===== config.mk =====
export PLATFORM = sky130hd
export DESIGN_NAME = pooling_engine
export DESIGN_NICKNAME = d
export VERILOG_FILES = /design/src/rtl/pooling_engine.sv
export SDC_FILE = /design/constraint.sdc
export NUM_CORES = 1
export LEC_CHECK = 0
export CORE_MARGIN = 2
export CORE_UTILIZATION = 41
export DETAILED_ROUTE_END_ITERATION = 8
export SYNTH_ARGS = -nofsm -noshare
export SYNTH_HDL_FRONTEND = slang
export SYNTH_SLANG_ARGS = --single-unit
export TNS_END_PERCENT = 10

===== constraint.sdc =====
create_clock -name clk -period 18.6 [get_ports clk]
set_input_delay 3.72 -clock clk [delete_from_list [all_inputs] [get_ports clk]]
set_output_delay 3.72 -clock clk [all_outputs]
set_load 0.05 [all_outputs]

===== src/rtl/pooling_engine.sv =====
// pooling_engine: per-lane max/average pooling with a show-ahead result FIFO
// and a window-request handshake back to the pooling controller.
module pooling_engine #(
  parameter int COLS       = 4,
  parameter int DATA_W     = 16,
  parameter int FIFO_DEPTH = 4
) (
  input  logic                   clk,
  input  logic                   rst,
  input  logic [COLS-1:0]        pooling_signal_i,
  input  logic [COLS-1:0]        input_flag_pl_i,
  input  logic [1:0]             cnt_pl_kernel_x,
  input  logic [1:0]             cnt_pl_kernel_y,
  input  logic [3:0]             cnt_pl_window,
  input  logic [2:0]             kernel_dim,
  input  logic                   pool_mode,
  input  logic [COLS*DATA_W-1:0] data_in,
  output logic                   out_flag_pooling,
  output logic                   pool_valid,
  input  logic                   pool_ready,
  output logic [COLS*DATA_W-1:0] pool_data,
  output logic [COLS-1:0]        pool_mask,
  output logic [3:0]             pool_win,
  output logic                   err_overflow,
  output logic                   err_avg_dim
);

  localparam int SUM_W = DATA_W + 4;
  localparam int PTR_W = $clog2(FIFO_DEPTH);
  localparam int CNT_W = PTR_W + 1;

  logic [COLS-1:0]        act;
  logic                   first_el;
  logic                   last_el;
  logic                   push;
  logic                   pop;
  logic                   full;
  logic                   wr_en;
  logic                   fire;
  logic                   avg_sel;
  logic [2:0]             shamt;
  logic [COLS*DATA_W-1:0] res_data;

  logic [COLS*DATA_W-1:0] data_mem_q [FIFO_DEPTH];
  logic [COLS*DATA_W-1:0] data_mem_d [FIFO_DEPTH];
  logic [COLS-1:0]        mask_mem_q [FIFO_DEPTH];
  logic [COLS-1:0]        mask_mem_d [FIFO_DEPTH];
  logic [3:0]             win_mem_q  [FIFO_DEPTH];
  logic [3:0]             win_mem_d  [FIFO_DEPTH];
  logic [PTR_W-1:0]       wr_ptr_q, wr_ptr_d;
  logic [PTR_W-1:0]       rd_ptr_q, rd_ptr_d;
  logic [CNT_W-1:0]       count_q, count_d;
  logic                   pending_q, pending_d;
  logic                   err_overflow_q, err_overflow_d;
  logic                   err_avg_dim_q, err_avg_dim_d;

  // Window-position decode shared by all lanes; the push is keyed to lane 0.
  always_comb begin
    act      = pooling_signal_i & input_flag_pl_i;
    first_el = (cnt_pl_kernel_x == 2'd0) && (cnt_pl_kernel_y == 2'd0);
    last_el  = ({1'b0, cnt_pl_kernel_x} == kernel_dim - 3'd1) &&
               ({1'b0, cnt_pl_kernel_y} == kernel_dim - 3'd1);
    push     = act[0] && last_el;
    avg_sel  = pool_mode && (kernel_dim != 3'd3);
    case (kernel_dim)
      3'd2:    shamt = 3'd2;
      3'd4:    shamt = 3'd4;
      default: shamt = 3'd0;
    endcase
  end

  for (genvar c = 0; c < COLS; c++) begin : g_lane
    logic signed [DATA_W-1:0] sample;
    logic signed [DATA_W-1:0] max_new, max_q, max_d;
    logic signed [SUM_W-1:0]  sum_new, sum_q, sum_d, avg_full;
    logic [DATA_W-1:0]        lane_res;

    // Both reductions run every strobe so dim-3 averages can fall back to max.
    always_comb begin
      sample   = data_in[c*DATA_W +: DATA_W];
      max_new  = (first_el || (sample > max_q)) ? sample : max_q;
      sum_new  = first_el ? {{4{sample[DATA_W-1]}}, sample}
                          : sum_q + {{4{sample[DATA_W-1]}}, sample};
      avg_full = sum_new >>> shamt;
      max_d    = act[c] ? max_new : max_q;
      sum_d    = act[c] ? sum_new : sum_q;
      if (!act[c])      lane_res = '0;
      else if (avg_sel) lane_res = avg_full[DATA_W-1:0];
      else              lane_res = max_new;
    end

    // Per-lane accumulator registers.
    always_ff @(posedge clk or posedge rst) begin
      if (rst) begin
        max_q <= '0;
        sum_q <= '0;
      end else begin
        max_q <= max_d;
        sum_q <= sum_d;
      end
    end

    assign res_data[c*DATA_W +: DATA_W] = lane_res;
  end

  // FIFO bookkeeping, sticky errors and the pending window-request bit.
  always_comb begin
    full           = (count_q == CNT_W'(FIFO_DEPTH));
    pop            = (count_q != '0) && pool_ready;
    wr_en          = push && (!full || pop);
    fire           = pending_q && (count_q < CNT_W'(FIFO_DEPTH));
    data_mem_d     = data_mem_q;
    mask_mem_d     = mask_mem_q;
    win_mem_d      = win_mem_q;
    wr_ptr_d       = wr_ptr_q;
    rd_ptr_d       = rd_ptr_q;
    count_d        = count_q;
    if (wr_en) begin
      data_mem_d[wr_ptr_q] = res_data;
      mask_mem_d[wr_ptr_q] = act;
      win_mem_d[wr_ptr_q]  = cnt_pl_window;
      wr_ptr_d             = wr_ptr_q + PTR_W'(1);
    end
    if (pop) rd_ptr_d = rd_ptr_q + PTR_W'(1);
    case ({wr_en, pop})
      2'b10:   count_d = count_q + CNT_W'(1);
      2'b01:   count_d = count_q - CNT_W'(1);
      default: count_d = count_q;
    endcase
    // A new push re-arms the request even on the cycle an older one fires.
    if (push)      pending_d = 1'b1;
    else if (fire) pending_d = 1'b0;
    else           pending_d = pending_q;
    err_overflow_d = err_overflow_q | (push & full & ~pop);
    err_avg_dim_d  = err_avg_dim_q | (push & pool_mode & (kernel_dim == 3'd3));
  end

  // FIFO storage, pointers and control state.
  always_ff @(posedge clk or posedge rst) begin
    if (rst) begin
      data_mem_q     <= '{default: '0};
      mask_mem_q     <= '{default: '0};
      win_mem_q      <= '{default: '0};
      wr_ptr_q       <= '0;
      rd_ptr_q       <= '0;
      count_q        <= '0;
      pending_q      <= 1'b0;
      err_overflow_q <= 1'b0;
      err_avg_dim_q  <= 1'b0;
    end else begin
      data_mem_q     <= data_mem_d;
      mask_mem_q     <= mask_mem_d;
      win_mem_q      <= win_mem_d;
      wr_ptr_q       <= wr_ptr_d;
      rd_ptr_q       <= rd_ptr_d;
      count_q        <= count_d;
      pending_q      <= pending_d;
      err_overflow_q <= err_overflow_d;
      err_avg_dim_q  <= err_avg_dim_d;
    end
  end

  assign out_flag_pooling = fire;
  assign pool_valid       = (count_q != '0);
  assign pool_data        = data_mem_q[rd_ptr_q];
  assign pool_mask        = mask_mem_q[rd_ptr_q];
  assign pool_win         = win_mem_q[rd_ptr_q];
  assign err_overflow     = err_overflow_q;
  assign err_avg_dim      = err_avg_dim_q;

endmodule


Fig. 1: run 1, signal wires on met3
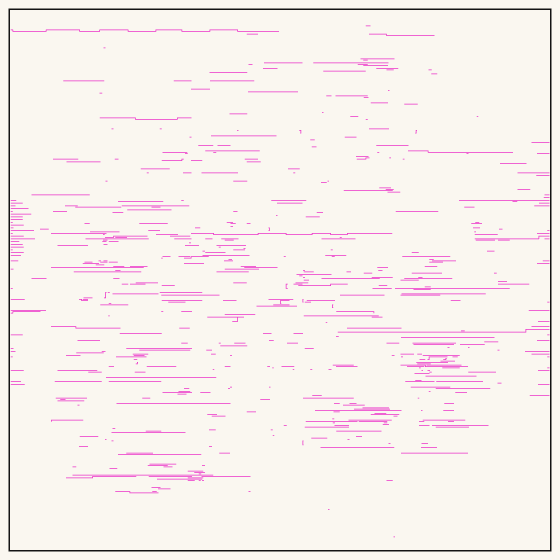
307 nets have wire on it. The wires run mostly horizontal. The longest straight run is 92.9 µm.

Fig. 2: run 1, supply network
The bar under the picture is 100 µm long. Pins as bars on the die edge.
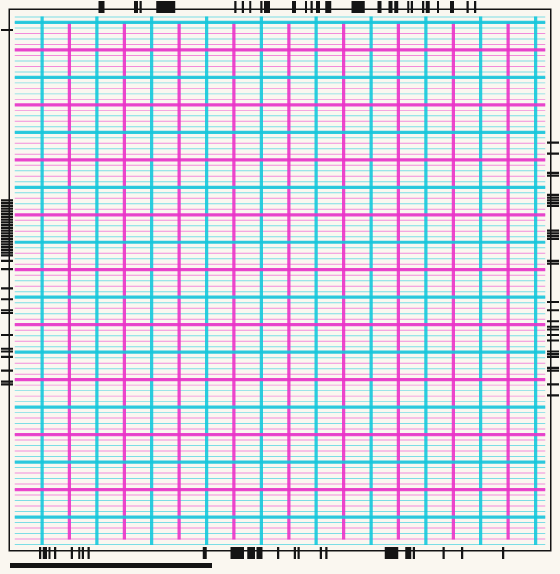
Magenta marks VDD. Cyan marks VSS.
97 met1 rails follow the rows. 19 straps on met4. 163 signal pins sit on the boundary. 19 straps on met5.

Fig. 3: run 1, metal 2
The bar under the picture is 100 µm long.
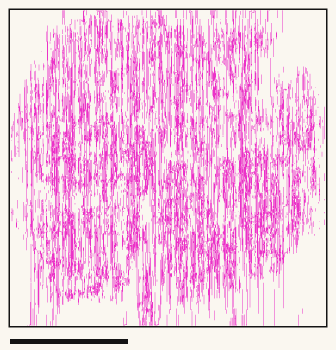
The layer holds 48% of the routed length. The longest straight run is 128 µm. 2,775 nets have wire on it.

==> results.txt, run 1 <==
Implementation progress

The run finished with clean final reports. The mux contribution to synthesized area stands at 15.4%. The number of max-cap violations stands at 0. The total global routing overflow stands at 0.

Looking at the area split, the leading class of cells is logic gates. The chip area stands at 71,400 µm². The combined global-route utilization of all metal layers stands at 26.1%. The count of clock buffers in the final design stands at 70.

The clock latency on the worst-skew pair stands at 0.61 ns. Among the non-sequential cells, AND-OR/OR-AND gates take the most area. The floorplan has 96 rows. TritonCTS built the clock tree.

Per STA, the endpoint of the critical path is pool_data[6]. The area share of and-or/or-and cells after synthesis stands at 20.4%. In this run the horizontal extent of the chip is 267 µm. dfrtp_1 is the most common cell in the netlist. Per the timing report, the most critical flop-to-flop path originates at g_lane[2].sum_q[0]$_DFFE_PP0P_. The total area inside the core boundary comes to 68,600 µm². Summed over all layers, the routed wires come to 93,100 µm.

The capture point of the worst register-to-register path is recorded as data_mem_q[46]$_DFFE_PP0P_. The fraction of standard cell area in multi-input logic stands at 50.2%. The timing-limited maximum frequency stands at 132 MHz. The initial antenna violation count stands at 2. In the setup report, the worst path falls into the class register to output port. The signal on the critical path passes through buf_4 > mux4_2 > clkdlybuf4s50_1.

The length of the first detailed-routing pass in iterations stands at 5. For this block, the initial DRC count from the detailed router was 2,076. The post-CTS hold buffer count recorded in the log is 0. The routed design uses 45,000 µm of met2 wire. Setup repair after global routing left no endpoint under its margin. Of all the cell area in the finished design, the clock network holds 5.23%.

For reference, the critical path is launched at rd_ptr_q[0]$_DFFE_PP0P_. The yosys synthesis warning count stands at 0. The number of synthesized flops with an enable pin stands at 0. Counting flops and latches in the post-synthesis netlist gives 442. The OpenROAD report gives the critical path a required time of 14.88 ns. The tree is rooted in a clkbuf_16.

The routability congestion estimate from global placement stands at 0.930. After detailed routing, the number of vias per cell comes to 6.10. Counting pins that exceed their max-slew limit in the final report gives 0. The report lists the power per cell area as 144 nW/µm².
run 1: layout by cell type (no fill, tap or decap), types with 34 or more instances in the layout:
| master | instances |
|---|---|
| a211oi_1 | 55 |
| a21o_1 | 61 |
| a21oi_1 | 162 |
| a31oi_1 | 51 |
| buf_4 | 35 |
| clkbuf_16 | 51 |
| clkdlybuf4s50_1 | 162 |
| dfrtp_1 | 440 |
| ha_1 | 149 |
| inv_1 | 87 |
| mux2_2 | 185 |
| mux2i_1 | 56 |
| mux4_2 | 73 |
| nand2_1 | 386 |
| nand3_1 | 42 |
| nor2_1 | 184 |
| nor3_1 | 34 |
| o211ai_1 | 41 |
| o21ai_0 | 226 |
run 1: metal layers:
layer	global-route usage, %	vias to the layer above
met4	11.8	4
met2	44.1	844
met1	33.7	12100
li1	-	11000
met5	0	-
met3	2.94	202
run 1: sequential cells by signal, indices dropped and copies added (netlist names):
| signal | count |
|---|---|
| mask_mem_q | 16 |
| rd_ptr_q | 2 |
| g_lane.max_q | 64 |
| err_avg_dim | 1 |
| count_q | 3 |
| pending_q | 1 |
| wr_ptr_q | 2 |
| err_overflow | 1 |
| g_lane.sum_q | 80 |
| data_mem_q | 256 |
| win_mem_q | 16 |
run 1: metrics by stage:
step,setup slack (ns),area (µm²),std cells
2_1_floorplan,2.56,28400,2926
3_3_place_gp,10.67,30700,3863
3_5_place_dp,10.59,30700,3863
4_1_cts,10.89,32400,3957
5_1_grt,10.75,32400,3957
6_report,11.03,32400,3957
run 1: report_power, final:
part | switching (mW) | internal [mW] | leakage [nW] | total [mW]
Sequential | 0.180 | 1.16 | 5.86 | 1.34
Combinational | 1.39 | 0.897 | 7.74 | 2.28
Clock | 0.431 | 0.603 | 0.837 | 1.03
Fig. 4: run 1, the clock network
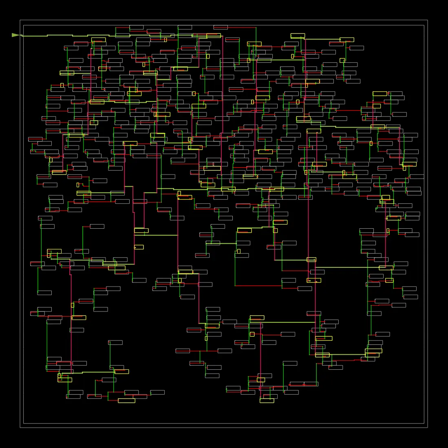

==> inputs of run 2 (changes only) <==
==> constraint.sdc (replaced) <==
create_clock -name clk -period 7.84 [get_ports clk]
set_input_delay 1.568 -clock clk [delete_from_list [all_inputs] [get_ports clk]]
set_output_delay 1.568 -clock clk [all_outputs]
set_load 0.05 [all_outputs]
Fig. 5: run 2, the clock network
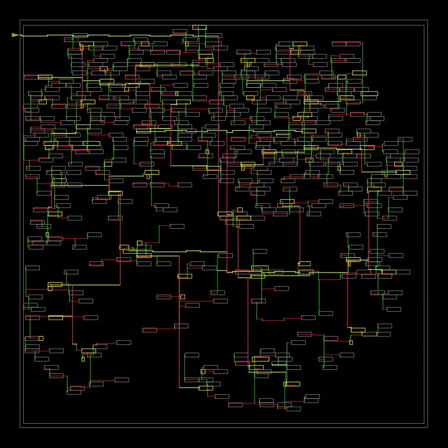
count of clock tree sinks: 442
clock buffer count: 67
Clock Latency Late Sink: 0.62 ns
number of flip-flops and latches: 442

==> results.txt, run 2 <==
Implementation progress

In this run the clock root is driven by a clkbuf_16. The initial antenna violation count was 0. In this run switching power makes up 42.8% of total power.

The number of cells in the design after placement stands at 3,872. Per the GRT log, the top usage layer is met2. More flip-flops sit in one register than any other, and that register is data_mem_q. On met1, the global router reports a usage of 33.9%. The core region is 68,600 µm². Setup repair after global routing left no endpoint under its margin. The flow ran to the end, and the final reports show no timing, DRC or antenna violations. Sequential cells account for 28.2% of the total power.

The first detailed-routing pass ran for 6 iterations. The power report attributes to the combinational group a share of 49.6%. The wire length recorded after detailed routing is 93,200 µm. The yosys synthesis warning count stands at 0. Listed in order, past its start point the critical path passes clkdlybuf4s50_1 > ha_1 > nand4_1 > nor4_1 > nand2b_1 > o221ai_1 > or3_1 > mux2_2 > a22oi_1 > a21oi_1. Sorting the Yosys area breakdown by cell type puts at the top dfrtp_1. Grouping non-sequential cells by family puts the most area in AND-OR/OR-AND gates. The average via count per standard cell stands at 6.05. The total non-filler cell area in the finished layout stands at 32,500 µm². The relative contribution of the clock network to total power stands at 22.1%. The count of routing violations after the opening detailed-route iteration stands at 2,007. The number of max-cap violations stands at 0. The power density of the placed cells stands at 339 nW/µm². The finished layout holds 3,963 standard cells, fillers aside. Entering global routing, the biggest net connects 154 pins. Buffers inserted to repair hold after CTS numbered 0. The global routing report lists met3 layer usage as 3.63%. The synthesized instance count stands at 2,926.

The power spent charging and discharging nets stands at 4.73 mW. The combined global-route utilization of all metal layers stands at 26.3%. The post-placement cell area stands at 30,800 µm². The floorplan has 96 rows. The number of max-slew violations in the final report stands at 0. The timing-limited maximum frequency stands at 195 MHz. STA lists the endpoint of the worst register-to-register path as data_mem_q[254]$_DFFE_PP0P_. The chip occupies 71,400 µm². The startpoint identified for the worst register-to-register timing path is g_lane[3].sum_q[0]$_DFFE_PP0P_. The flip-flop count of the largest register, all copies and words added stands at 256. The largest registers in the layout are data_mem_q: 256 flops, g_lane.sum_q: 80 flops, g_lane.max_q: 64 flops.

The top cell types in the final layout, fill and taps aside, are dfrtp_1, nand2_1, o21ai_0. The met2 wire length stands at 44,800 µm. Counting flops with a built-in enable in the synthesized netlist gives 0. The setup slack after placement stands at 2.08 ns. The required arrival time at the worst endpoint stands at 8.29 ns.

The routability congestion estimate from global placement stands at 0.929. The cell-mix breakdown from Yosys lists the compound-gate area share as 20.4%. The worst setup path is of the input pin to register kind. The synthesis stat section lists a flop and latch total of 442.

TritonCTS built the clock tree. In the final run the clock tree shows a worst skew of 0.0259 ns. For this run, global-route usage on met2 was measured as 44.2%. In this run the worst setup path begins at data_in[63].
Fig. 6: run 2, supply network
The bar under the picture is 100 µm long. Pins as bars on the die edge.
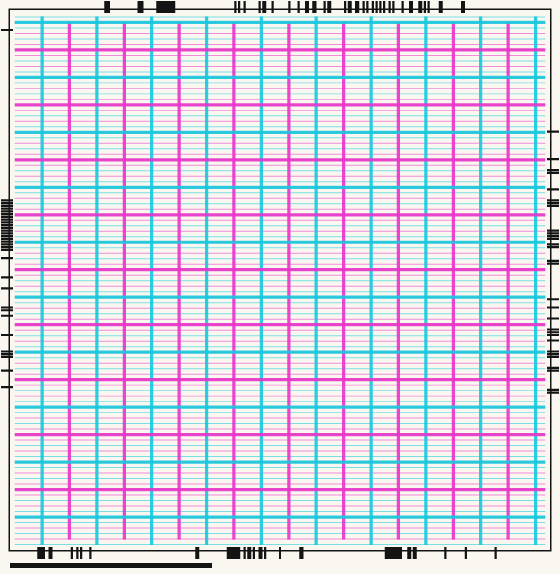
Die Y: 267 µm
largest vdd supply drop: 0.000213 V
DIE WIDTH: 267 µm

## run 2: worst max-delay path by stage
| stage | depth (start not counted) | endpoint | slack, ns |
|---|---|---|---|
| after floorplan | 1 | count_q[0]$_DFFE_PP0P_ | 0.30 |
| after global placement | 10 | data_mem_q[51]$_DFFE_PP0P_ | 2.22 |
| after detailed placement | 10 | data_mem_q[179]$_DFFE_PP0P_ | 2.08 |
| after CTS | 10 | data_mem_q[243]$_DFFE_PP0P_ | 2.69 |
| after global routing | 10 | data_mem_q[243]$_DFFE_PP0P_ | 2.50 |
| final | 10 | data_mem_q[243]$_DFFE_PP0P_ | 2.70 |
## run 2: area by class of cell
class | count | area (µm²) | share of cell area [%]
Multi-Input combinational cell | 2205 | 16300 | 50.0
Clock inverter | 24 | 267 | 0.819
Timing Repair Buffer | 206 | 2010 | 6.19
Tap cell | 931 | 1160 | 3.58
Sequential cell | 442 | 11100 | 34.0
Inverter | 88 | 334 | 1.03
Clock buffer | 67 | 1440 | 4.41
## run 2: cells by family after synthesis
family	Yosys count
buffers and inverters	279
xor gates and xnor gates	40
muxes	319
DFF	442
adders and majority gates	154
AOI/OAI and AO/OA	865
and+or+nand+nor	827
## run 2: power groups by stage
| stage | sequential [mW] | clock, mW | combinational [mW] |
|---|---|---|---|
| after floorplan | 2.99 | 0 | 4.11 |
| after detailed placement | 3.15 | 0 | 5.40 |
| final | 3.12 | 2.45 | 5.48 |
| after global routing | 3.18 | 2.58 | 6.03 |
| after CTS | 3.11 | 2.49 | 5.43 |
| after global placement | 3.13 | 0 | 5.31 |
## run 2: worst register-to-register path: cells and delay by family, from the launching register on
| kind | cells | cell delay (ns) |
|---|---|---|
| mux | 2 | 0.56 |
| flops | 1 | 0.38 |
| simple gates | 2 | 0.33 |
| compound gates | 4 | 1.89 |
| fa+ha+maj | 2 | 0.64 |
Power figures rest on the tool's default switching activity, not on a simulated workload.
